$ cat config.mk
export PLATFORM = sky130hd
export DESIGN_NAME = jtpopeye_cabinet
export DESIGN_NICKNAME = d
export VERILOG_FILES = /design/src/rtl/jtpopeye_cabinet_pkg.sv /design/src/rtl/jtpopeye_cabinet_debounce.sv /design/src/rtl/jtpopeye_cabinet.sv
export SDC_FILE = /design/constraint.sdc
export NUM_CORES = 1
export LEC_CHECK = 0
export CELL_PAD_IN_SITES_DETAIL_PLACEMENT = 0
export CELL_PAD_IN_SITES_GLOBAL_PLACEMENT = 1
export CORE_MARGIN = 1
export CORE_UTILIZATION = 30
export CTS_CLUSTER_SIZE = 10
export DETAILED_ROUTE_END_ITERATION = 10
export MAX_ROUTING_LAYER = met4
export PLACE_DENSITY = 0.61
export SYNTH_ARGS = -nofsm -noshare
export SYNTH_HDL_FRONTEND = slang
export SYNTH_HIERARCHICAL = 1
export SYNTH_SLANG_ARGS = --single-unit
$ cat constraint.sdc
create_clock -name clk -period 3.7 [get_ports clk]
set_input_delay 0.74 -clock clk [delete_from_list [all_inputs] [get_ports clk]]
set_output_delay 0.74 -clock clk [all_outputs]
set_load 0.1 [all_outputs]
$ cat src/rtl/jtpopeye_cabinet_pkg.sv
// jtpopeye_cabinet_pkg: shared port map, field positions and limits for the cabinet inputs.
// Port indices of the Z80 input space, bit positions inside the system and player
// ports, the NP/NCOIN ceilings and the player-port formatter used by the read mux.
package jtpopeye_cabinet_pkg;
    localparam int MAX_NP    = 4;
    localparam int MAX_NCOIN = 2;
    localparam logic [2:0] PORT_AY     = 3'd0;
    localparam logic [2:0] PORT_SYS    = 3'd1;
    localparam logic [2:0] PORT_P_BASE = 3'd2;
    localparam int SYS_COIN0   = 7;
    localparam int SYS_SERVICE = 6;
    localparam int SYS_COIN1   = 5;
    localparam int SYS_START1  = 3;
    localparam int SYS_START0  = 2;
    localparam int SYS_START3  = 1;
    localparam int SYS_START2  = 0;
    localparam int JOY_L     = 0;
    localparam int JOY_R     = 1;
    localparam int JOY_DOWN  = 2;
    localparam int JOY_UP    = 3;
    localparam int JOY_PUNCH = 4;
    localparam int JOY_BTN2  = 5;
    typedef struct packed {
        logic       lvl;
        logic [2:0] fcnt;
        logic [1:0] pend;
    } coin_slot_t;
    // Player port swaps up/down relative to the joystick wiring.
    function automatic logic [7:0] player_port(input logic [5:0] j);
        return {2'b11, j[JOY_BTN2], j[JOY_PUNCH], j[JOY_DOWN], j[JOY_UP], j[JOY_R], j[JOY_L]};
    endfunction
endpackage

$ cat src/rtl/jtpopeye_cabinet_debounce.sv
// jtpopeye_cabinet_debounce: 2-FF synchroniser plus per-bit debounce for a W-bit group.
// Ports: clk, rst_n (async, active-low), cen (debounce tick), din (raw, active-low),
//        dout (debounced state, resets to all ones).
module jtpopeye_cabinet_debounce #(
    parameter int W    = 1,
    parameter int DEBW = 4
) (
    input  logic         clk,
    input  logic         rst_n,
    input  logic         cen,
    input  logic [W-1:0] din,
    output logic [W-1:0] dout
);
    // The tick being evaluated is the (cnt+1)-th differing one, so committing at
    // cnt == 2**DEBW-2 requires exactly 2**DEBW-1 consecutive differing ticks.
    localparam logic [DEBW-1:0] LAST = {{(DEBW-1){1'b1}}, 1'b0};
    logic [W-1:0]    r_s1, r_s2, r_stable;
    logic [DEBW-1:0] r_cnt [W];
    always_ff @(posedge clk or negedge rst_n) begin
        if (!rst_n) begin
            r_s1     <= '1;
            r_s2     <= '1;
            r_stable <= '1;
            for (int i = 0; i < W; i++) r_cnt[i] <= '0;
        end else begin
            r_s1 <= din;
            r_s2 <= r_s1;
            if (cen) begin
                for (int i = 0; i < W; i++) begin
                    if (r_s2[i] == r_stable[i]) r_cnt[i] <= '0;
                    else if (r_cnt[i] == LAST) begin
                        r_stable[i] <= r_s2[i];
                        r_cnt[i]    <= '0;
                    end else r_cnt[i] <= r_cnt[i] + 1'b1;
                end
            end
        end
    end
    assign dout = r_stable;
endmodule

$ cat src/rtl/jtpopeye_cabinet.sv
// jtpopeye_cabinet: cabinet input controller serving joysticks, starts, coins and service
// as active-low Z80 input ports.
// Ports: clk, rst_n (async, active-low), cen (cpu clock enable), LVBL (low in vblank),
//        joystick[7*NP], start_button[NP], coin_input[NCOIN], service (all active-low raw),
//        iorq_n/rd_n/addr (Z80 read), dout/in_cs (port data and mux select),
//        coin_cnt (meter pulse per accepted coin).
module jtpopeye_cabinet
    import jtpopeye_cabinet_pkg::*;
#(
    parameter int NP          = 2,
    parameter int NCOIN       = 1,
    parameter int DEBW        = 4,
    parameter int COIN_FRAMES = 3,
    parameter int FRAME_LATCH = 1
) (
    input  logic              clk,
    input  logic              rst_n,
    input  logic              cen,
    input  logic              LVBL,
    input  logic [7*NP-1:0]   joystick,
    input  logic [NP-1:0]     start_button,
    input  logic [NCOIN-1:0]  coin_input,
    input  logic              service,
    input  logic              iorq_n,
    input  logic              rd_n,
    input  logic [2:0]        addr,
    output logic [7:0]        dout,
    output logic              in_cs,
    output logic [NCOIN-1:0]  coin_cnt
);
    localparam logic [2:0] CF = 3'(COIN_FRAMES);
    logic [7*NP-1:0]  w_joy_db, r_joy, w_joy;
    logic [NP-1:0]    w_start_db, r_start, w_start;
    logic [NCOIN-1:0] w_coin_db, r_coin_d, w_press, w_coin_lvl, r_coin_cnt;
    logic             w_service_db, r_lvbl_d, w_vbs, w_rd;
    logic [MAX_NP-1:0]    w_st4;
    logic [MAX_NCOIN-1:0] w_c2;
    logic [7:0]           w_sys;
    logic [NP-1:0]        w_unused_b6;
    coin_slot_t           r_slot [NCOIN];

    jtpopeye_cabinet_debounce #(.W(7*NP), .DEBW(DEBW)) u_db_joy (
        .clk(clk), .rst_n(rst_n), .cen(cen), .din(joystick), .dout(w_joy_db));
    jtpopeye_cabinet_debounce #(.W(NP), .DEBW(DEBW)) u_db_start (
        .clk(clk), .rst_n(rst_n), .cen(cen), .din(start_button), .dout(w_start_db));
    jtpopeye_cabinet_debounce #(.W(NCOIN), .DEBW(DEBW)) u_db_coin (
        .clk(clk), .rst_n(rst_n), .cen(cen), .din(coin_input), .dout(w_coin_db));
    jtpopeye_cabinet_debounce #(.W(1), .DEBW(DEBW)) u_db_service (
        .clk(clk), .rst_n(rst_n), .cen(cen), .din(service), .dout(w_service_db));

    assign w_vbs   = r_lvbl_d & ~LVBL;
    assign w_press = r_coin_d & ~w_coin_db;
    assign w_joy   = FRAME_LATCH != 0 ? r_joy : w_joy_db;
    assign w_start = FRAME_LATCH != 0 ? r_start : w_start_db;
    assign coin_cnt = r_coin_cnt;

    always_ff @(posedge clk or negedge rst_n) begin
        if (!rst_n) begin
            r_lvbl_d <= 1'b1;
            r_joy    <= '1;
            r_start  <= '1;
        end else begin
            r_lvbl_d <= LVBL;
            if (w_vbs) begin
                r_joy   <= w_joy_db;
                r_start <= w_start_db;
            end
        end
    end

    // Coin stretch: a press edge takes priority over a coincident vblank start.
    // A slot always spends one full released frame before a pending coin re-asserts it.
    always_ff @(posedge clk or negedge rst_n) begin
        if (!rst_n) begin
            r_coin_d   <= '1;
            r_coin_cnt <= '0;
            for (int i = 0; i < NCOIN; i++) r_slot[i] <= '{lvl: 1'b1, fcnt: 3'd0, pend: 2'd0};
        end else begin
            r_coin_d <= w_coin_db;
            for (int i = 0; i < NCOIN; i++) begin
                if (w_press[i]) begin
                    r_coin_cnt[i] <= 1'b1;
                    if (r_slot[i].lvl) begin
                        r_slot[i].lvl  <= 1'b0;
                        r_slot[i].fcnt <= CF;
                    end else if (r_slot[i].pend != 2'd3) r_slot[i].pend <= r_slot[i].pend + 1'b1;
                end else begin
                    if (cen) r_coin_cnt[i] <= 1'b0;
                    if (w_vbs) begin
                        if (r_slot[i].fcnt != 3'd0) begin
                            r_slot[i].fcnt <= r_slot[i].fcnt - 1'b1;
                            if (r_slot[i].fcnt == 3'd1) r_slot[i].lvl <= 1'b1;
                        end else if (r_slot[i].lvl && r_slot[i].pend != 2'd0) begin
                            r_slot[i].pend <= r_slot[i].pend - 1'b1;
                            r_slot[i].lvl  <= 1'b0;
                            r_slot[i].fcnt <= CF;
                        end
                    end
                end
            end
        end
    end

    always_comb begin
        for (int i = 0; i < NCOIN; i++) w_coin_lvl[i] = r_slot[i].lvl;
    end

    always_comb begin
        w_st4 = '1;
        w_st4[NP-1:0] = w_start;
        w_c2 = '1;
        w_c2[NCOIN-1:0] = w_coin_lvl;
        w_sys = 8'hFF;
        w_sys[SYS_COIN0]   = w_c2[0];
        w_sys[SYS_SERVICE] = w_service_db;
        w_sys[SYS_COIN1]   = w_c2[1];
        w_sys[SYS_START1]  = w_st4[1];
        w_sys[SYS_START0]  = w_st4[0];
        w_sys[SYS_START3]  = w_st4[3];
        w_sys[SYS_START2]  = w_st4[2];
        // Port 0 belongs to the AY/DIP path and is never claimed here.
        w_rd  = !iorq_n && !rd_n && addr != PORT_AY;
        in_cs = 1'b0;
        dout  = 8'hFF;
        if (w_rd && addr == PORT_SYS) begin
            in_cs = 1'b1;
            dout  = w_sys;
        end
        // Player p sits at 1+NP-p, so the last player lands on PORT_P_BASE.
        for (int p = 0; p < NP; p++) begin
            w_unused_b6[p] = w_joy[7*p+6];
            if (w_rd && addr == 3'(int'(PORT_P_BASE) + NP - 1 - p)) begin
                in_cs = 1'b1;
                dout  = player_port(w_joy[7*p +: 6]);
            end
        end
    end
endmodule

**PDN straps and rails**

Pins as bars on the die edge. Tap cells in gray.
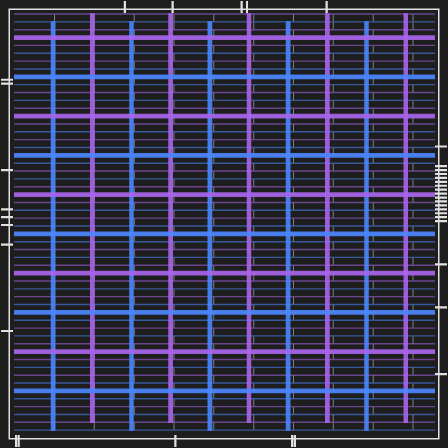
Key: VDD = purple; VSS = blue
275 tap cells. The core has 53 rows. 10 straps on met5. 54 met1 rails follow the rows. 37 signal pins sit on the boundary.
largest vdd supply drop: 276.2 uV
die width: 148.3 um
Core ar.: 21020 um2

**Clock wiring as the flow saved it**

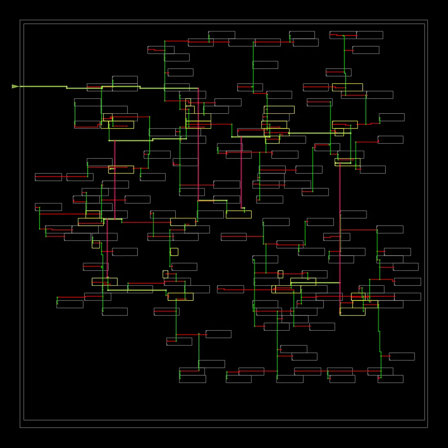
Skew-Pair Late Insertion Delay: 0.42 ns
CTS Sinks: 135
Clock buffer cells: 21

==> metrics.cfg <==
[run_status]
status=completed

[cells_and_area]
area_delta_synth_final_pct=18.56
fillCellCount=2016
register_area_um2=3460
sh_seq_area_pct=45.46
final_cell_area_um2=7610
drive_above_1_share_pct=22.19

[die]
row_count=53
dieArea_um2=21980
fp_util_pct=30.53

[worst_setup_path]
crit_family=buffers and inverters
critPathCapture=dout[2]
crit_start=addr[0]
cp-start-kind=input port
path_max_fanout=11
max_stage_delay_ns=0.65
path_cells=clkdlybuf4s50_1 > nor3b_1 > a21oi_1 > or2_2 > buf_4

[clock_network]
cts_setup_buffers=0
htreeDepth=4

[place]
place_hpwl_um=8036
io_buffers=34

[sta]
post-route-period-util_pct=82.05
fin_worst_hold_slack_ns=0.2815
maxSlewViolCount=0
max_freq_mhz=329.4
setup_tns_ns=0
tightestPinTransition_ns=0.9608
setup_violations=0

[power]
switching_share_pct=26.54
seqPwrFrac_pct=45.6
p_per_area_nw_per_um2=521.1
p_int_mw=2.913
seq_cell_power_mw=1.81

[routing]
avgViaCountPerCell=4.874
first_pass_iters=4
drt_wl_total_um=12390
vias=4416

[global_route]
grt_start_max_net_pins=81

[hold_path]
hold_path_class=in2async

[yosys]
syn_nets=634

**Gate families picked out**

Scale bar: 50 um.
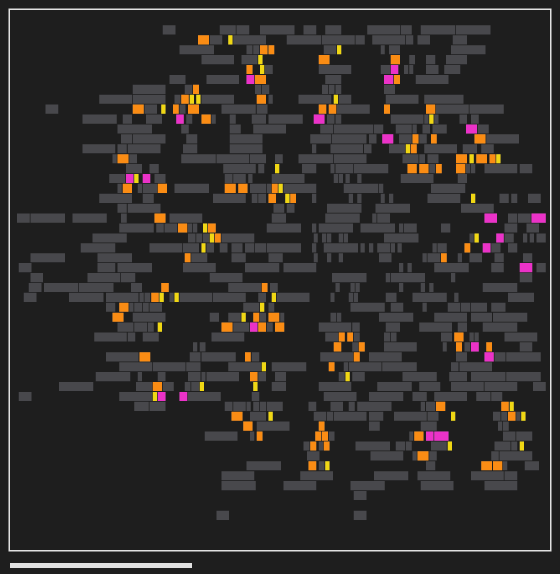
Key: inv cells = yellow [cells 39]; and/or cells = magenta [cells 21]; aoi and oai cells = orange [cells 84]

**Routed clock nets over the placement**

Scale bar: 50 um.
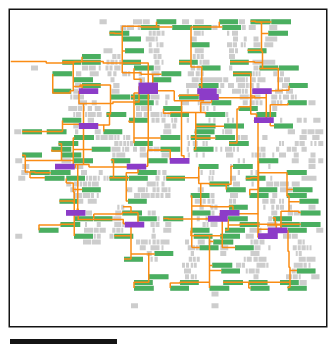
Key: clock drivers = purple [count 17]; clock wires = orange [length 1880 um]; flip-flops = green [count 135]
Position of the flops: widely spread. There are 18 routed clock nets.

==> layer usage <==
layer  GRT usage (%)  wire, um  share of wire [%]  vias to the layer above
li1                -         -                  -                     2149
met1           16.20      6208                 50                     2184
met2           18.64      5508                 44                       65
met3           3.497       427                3.4                       18
met4           5.258       246                2.0                        0
met5               -         0                  0                        -
==> flip-flops by register name (all words and copies together), names as in the netlist, 2 cells and up <==
name	count
u_db_start/r_s1	2
r_slot	5
u_db_start/r_s2	2
u_db_service/r_cnt	4
u_db_start/dout	2
r_joy	12
u_db_joy/r_s1	12
u_db_joy/dout	12
u_db_coin/r_cnt	4
u_db_start/r_cnt	8
u_db_joy/r_s2	12
r_start	2
u_db_joy/r_cnt	48
